Figure 1. Metal layers overlaid (run 1).
The bar under the picture is 20 microns long.
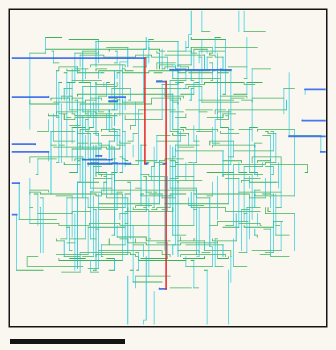
Figure 2. Congestion heat map (run 1).
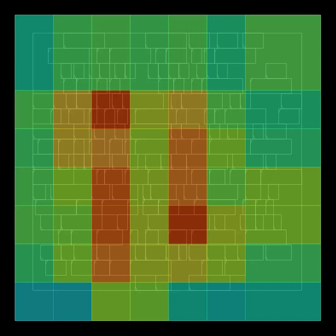
Figure 3. Register map, names as in the netlist (run 1).
The bar under the picture is 20 microns long. Other sequential cells in the stronger grey, the rest of the logic in the fainter grey.
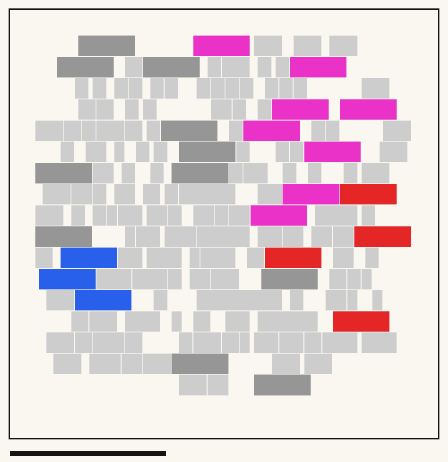
==> config.mk <==
export PLATFORM = sky130hd
export DESIGN_NAME = mux_scan_ctrl
export DESIGN_NICKNAME = d
export VERILOG_FILES = /design/src/rtl/mux_scan_ctrl.sv
export SDC_FILE = /design/constraint.sdc
export NUM_CORES = 1
export LEC_CHECK = 0
export CAP_MARGIN = 30
export CORE_MARGIN = 3
export CORE_UTILIZATION = 57
export CTS_CLUSTER_DIAMETER = 60
export DETAILED_ROUTE_END_ITERATION = 6
export GPL_ROUTABILITY_DRIVEN = 0
export PLACE_DENSITY = 0.81
export SETUP_SLACK_MARGIN = 0.1
export SLEW_MARGIN = 20
export SYNTH_ARGS = -nofsm -noshare
export SYNTH_HDL_FRONTEND = slang
export SYNTH_SLANG_ARGS = --single-unit
==> constraint.sdc <==
create_clock -name clk -period 2.38 [get_ports clk]
set_input_delay 0.238 -clock clk [delete_from_list [all_inputs] [get_ports clk]]
set_output_delay 0.238 -clock clk [all_outputs]
set_load 0.01 [all_outputs]
==> summary.txt, run 1 <==
fresh numbers from the pnr run: status=completed, crit path cell chain=or2_2 > clkdlybuf4s50_1, CP max-delay cell=dfxtp_1, synth warn=0, Seq cells post-synth=26, Commonest flop=dfxtp_1, clock network area share=0.03328, sequential power share=0.517, Max-slew headroom=0.5372, CP arrival=1.86 ns, flip-flops=26, OpenROAD warning count=28, vias in the first global route=1051, Tcrit/Tclk final=0.8813, cell total in the yosys stat output=149, EDFF count, synth=0, Hold WS=0.4884 ns, Clock Power Share=0.323, RSZ-0062 raised after global routing=false, Yosys top cell by area=dfxtp_1, Die Width=54.94 microns, R2R cell count=4, Yosys top cell area share=0.3813, Net Sw Frac=0.2543, Post-CTS Setup Repair Bufs=0, NetSw=237.4 uW, Inserted Clock Buffers=3, final worst slack=0.2826 ns, worst-margin pin slew=0.6932 ns, Final Hold Vio Count=0, CP Class=flip-flop to output port, drt drc=0, Post-Synthesis Cell Area=1365 sq um, diode count=0, Post-CTS Hold Buffers=0, area growth from synthesis to layout=15.67%, Comb area=768.2 sq um, Layout Skew=0.008851 ns, reg2reg setup slack=0.56 ns, buffering overhead=0.1236, # nets final=174, yosys stat area=1365 sq um, Root Driver=clkbuf_4, pre-CTS WS=0.5763 ns, tally of unique sky130hd cells used after synthesis=46, # resized after CTS=0, well tap count=28, Cell area leaders=dfxtp_1, a21oi_1, nand3_1, o21ai_0, ha_1, Seq share, synth=0.3813, Max clock buf depth=2, fp util=0.6112, crit-path max cell delay=0.79 ns, layout clock buffer count=3, Max-cap violations=0, Post-Synthesis Net Count=160, Clk Latency, worst-skew pair=0.32 ns, total negative setup slack=0 ns, Tot Pwr=933.7 uW, Hold Crit Class=flip-flop to flip-flop, inverters=2, Yosys top cell by instances=dfxtp_1, hold-critical path depth=2, M2 GR Usage=0.3366, gr ovfl total=0, clk slew on worst S/H paths=0.14 ns, Comb pwr share=0.161, antenna-violating nets left=0, H-tree lvl count=1, ratio of cells with drive above 1 in the final layout=0.1049, startpoint types=flip-flop, routed vias/inst=6.132, CORE AREA=2233 sq um, Final setup viols=0, chip area=3018 sq um, drt pass-1 iters=4, initial antenna violation count=0, Syn Inst Count=149
-- Figure 1 (at the start) --
[met4] red | wire length: 54.4 microns
[met3] blue | wire length: 86.7 microns
[met2] cyan | wire length: 1320 microns
[met1] green | wire length: 1310 microns
final wirelength: 2765 microns
All-Layer GR Usage: 0.2042
via count of the routed design: 1165
routed len/inst: 14.55 microns

-- Figure 2 (at the start) --
layer with the highest usage: met2
fin util: 0.7070
met1 usage: 0.2603
met3 usage: 0.02413

-- Figure 3 (at the start) --
[`s`] blue | sequential cells: 3
[`cnt`] red | sequential cells: 4 | where: east
[`q`] magenta | sequential cells: 8
sequential cell area share: 0.3296
Power Sequential: 482 uW
Flop area: 520.5 sq um

[run 1: placed cells by master, fill, tap and decap left out, drive strengths merged, types with 3 or more instances in the layout]
| master | count |
|---|---|
| a21oi | 22 |
| clkbuf | 3 |
| clkdlybuf4s50 | 18 |
| dfxtp | 26 |
| ha | 5 |
| mux2i | 3 |
| nand2 | 4 |
| nand2b | 6 |
| nand3 | 13 |
| nor2 | 3 |
| nor2b | 3 |
| o21a | 3 |
| o21ai | 15 |
| o31ai | 3 |
[run 1: per-layer routing]
metal  routed length [microns]  vias up
li1                          -      576
met1                      1307      558
met2                      1317       26
met3                        86        5
met4                        54        0
met5                         0        -
[run 1: critical path, delay by kind of cell (launching register included)]
kind | cells | cell delay, ns
flops | 1 | 0.79
buf+inv | 1 | 0.52
simple gates | 1 | 0.22
[run 1: logic make-up after synthesis]
kind of cell / Yosys count / synth area share
and+or+nand+nor: 46 / 0.2191
muxes: 5 / 0.03850
adders and majority gates: 5 / 0.04583
AOI/OAI and AO/OA: 54 / 0.2594
DFF: 26 / 0.3813
buffers and inverters: 13 / 0.05591
[run 1: power groups by stage]
stage	Sequential (uW)	Combinational, uW	Clock (uW)
2_1_floorplan	473	133	0
3_3_place_gp	491	142	0
3_5_place_dp	492	149	0
4_1_cts	482	150	313
5_1_grt	487	165	332
6_report	482	150	301
[run 1: per-stage QoR]
step           std cells  instance area (sq um)
6_report             190                   1579
4_1_cts              190                   1579
5_1_grt              190                   1579
3_3_place_gp         186                   1526
3_5_place_dp         186                   1526
2_1_floorplan        149                   1365
Figure 4. Layout detail (run 1).
The bar under the picture is 5 microns long. Region (17, 28) to (37, 48) microns. Cells in grey, sequential cells in the stronger grey; small squares are vias.
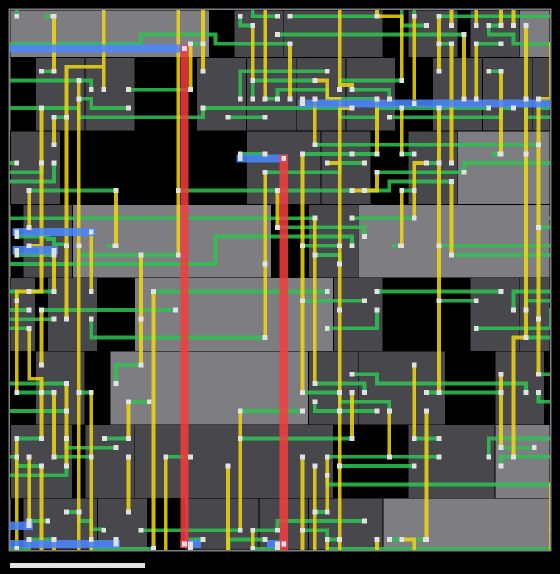

==> run 1 -> run 2 <==
- CORE_MARGIN: 3 -> 1.5
Figure 5. Layout detail (run 2).
The bar under the picture is 5 microns long. Region (16, 26) to (36, 46) microns. Cells in grey, sequential cells in the stronger grey; small squares are vias.
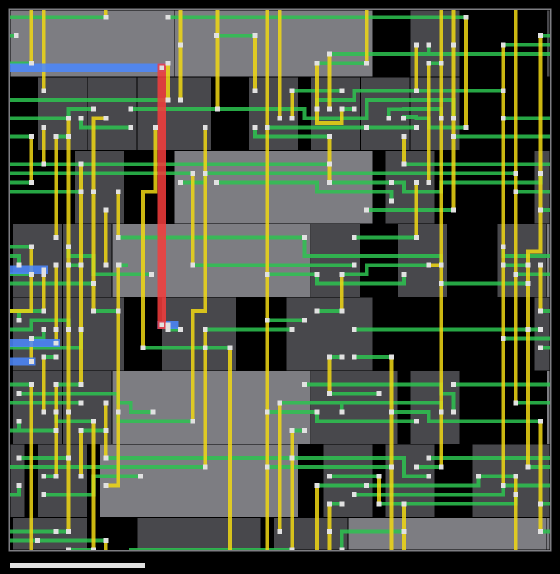
[met3] blue
[met1] green
[met2] yellow
[met4] red
sequential cells in the window: 6
most frequent: nand3_1 (8), a21oi_1 (7), dfxtp_1 (6)
cells with their middle in the window: 33

==> summary.txt, run 2 <==
fresh numbers from the pnr run: Yosys top cell area share=0.3813, All-Layer GR Usage=0.2168, CORE AREA=2233 sq um, CP top delay family=flip-flops, final wirelength=2733 microns, H-tree lvl count=1, ratio of cells with drive above 1 in the final layout=0.1049, routed vias/inst=6.000, routed len/inst=14.38 microns, initial antenna violation count=0, Yosys top cell by area=dfxtp_1, Port Buffers=18, # nets final=174, startpoint types=flip-flop, OpenROAD warning count=28, Max clock buf depth=2, drt pass-1 iters=4, Inserted Clock Buffers=3, R2R cell count=4, CP arrival=1.90 ns, drt drc=0, crit path cell chain=or2_2 > clkdlybuf4s50_1, Die Width=51.94 microns, gr ovfl total=0, tally of unique sky130hd cells used after synthesis=46, Syn Inst Count=149, clk slew on worst S/H paths=0.13 ns, status=completed, Top Layout Cells=dfxtp_1, a21oi_1, clkdlybuf4s50_1, most numerous logic cell after layout=dfxtp_1, CP max-delay cell=dfxtp_1, Cell area leaders=dfxtp_1, a21oi_1, nand3_1, o21ai_0, ha_1, worst-margin pin slew=0.7540 ns, Commonest flop=dfxtp_1, final worst slack=0.2467 ns, # resized after CTS=0, Post-Synthesis Net Count=160, synth warn=0, Final Hold Vio Count=0, Post-Synthesis Cell Area=1365 sq um, total negative setup slack=0 ns, Worst path depth=2, Yosys top cell by instances=dfxtp_1, Final setup viols=0, Tcrit/Tclk final=0.8963, Max-cap violations=0, static leakage=0.0005453 uW, CP Class=flip-flop to output port, Layout Skew=0.001152 ns, Post-CTS Setup Repair Bufs=0, Root Driver=clkbuf_4, yosys stat area=1365 sq um, Max IR drop VDD=0.0003568 V, RSZ-0062 raised after global routing=false, Max-slew headroom=0.4966, Clk Latency, worst-skew pair=0.31 ns, Seq cells post-synth=26, hold-critical path depth=2, cell total in the yosys stat output=149, area growth from synthesis to layout=14.48%, crit-path max cell delay=0.84 ns, fp util=0.6112, nature of the critical path endpoint=output port, reg2reg setup slack=0.58 ns, Seq share, synth=0.3813, Post-CTS Hold Buffers=0, diode count=0, EDFF count, synth=0, pre-CTS WS=0.5944 ns, Bufs and invs on worst path=1, Hold Crit Class=flip-flop to flip-flop, vias in the first global route=1020, chip area=2697 sq um, antenna-violating nets left=0, via count of the routed design=1140
Figure 6. Register map, names as in the netlist (run 2).
The bar under the picture is 20 microns long. Other sequential cells in the stronger grey, the rest of the logic in the fainter grey.
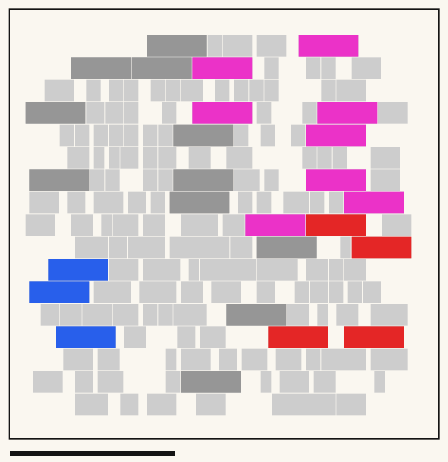
[`cnt`] red | sequential cells: 4
[`q`] magenta | sequential cells: 8
[`s`] blue | sequential cells: 3
not coloured: 11
sequential cell area share: 0.3331
Power Sequential: 485 uW
fin util: 0.6997

[run 2: cell counts after synthesis]
Identical to the previous run, type by type.
[run 2: metrics by stage]
stage	cells	power (uW)	util	hold slack, ns	cell area, sq um
final	190	851.3	0.6997	0.4813	1563
after global routing	190	890.6	0.6997	0.5013	1563
after CTS	190	853.7	0.6997	0.4830	1563
after detailed placement	186	641.2	0.6835	0.4634	1526
after global placement	186	632.7	0.6835	0.4619	1526
after floorplan	149	605.9	-	0.4403	1365
[run 2: per-layer routing]
layer,track usage,vias to the layer above,share of wire
met5,0,-,0
met1,0.2862,535,0.48
met3,0.02586,2,0.026
li1,-,580,-
met2,0.3586,23,0.49
met4,0.08333,0,0.0033
[run 2: worst min-delay path, stage by stage (launching register included)]
cell and delay (ns):
dfxtp_1 0.33, o21ai_0 0.06, a21oi_1 0.06
[run 2: logic make-up after synthesis]
group           count (synthesis)  synth area share
compound gates                 54            0.2594
simple gates                   46            0.2191
flops                          26            0.3813
buf+inv                        13           0.05591
mux                             5           0.03850
fa+ha+maj                       5           0.04583
[run 2: cell type report]
type	count	area (sq um)	share of cell area
inverter	2	7.507	0.004804
clock buffer	4	36.28	0.02322
sequential	26	520.5	0.3331
tap	28	35.03	0.02242
multi-input combinational	110	768.2	0.4916
timing repair buffer	20	195.2	0.1249
[run 2: power by group]
| part | switching, uW | leakage [uW] | internal (uW) |
|---|---|---|---|
| clock network | 125 | 0.0000210 | 93.4 |
| logic | 74.6 | 0.000313 | 74.2 |
| registers | 33.2 | 0.000211 | 451 |
No activity file was given, so power comes from the tool's default toggle rates.
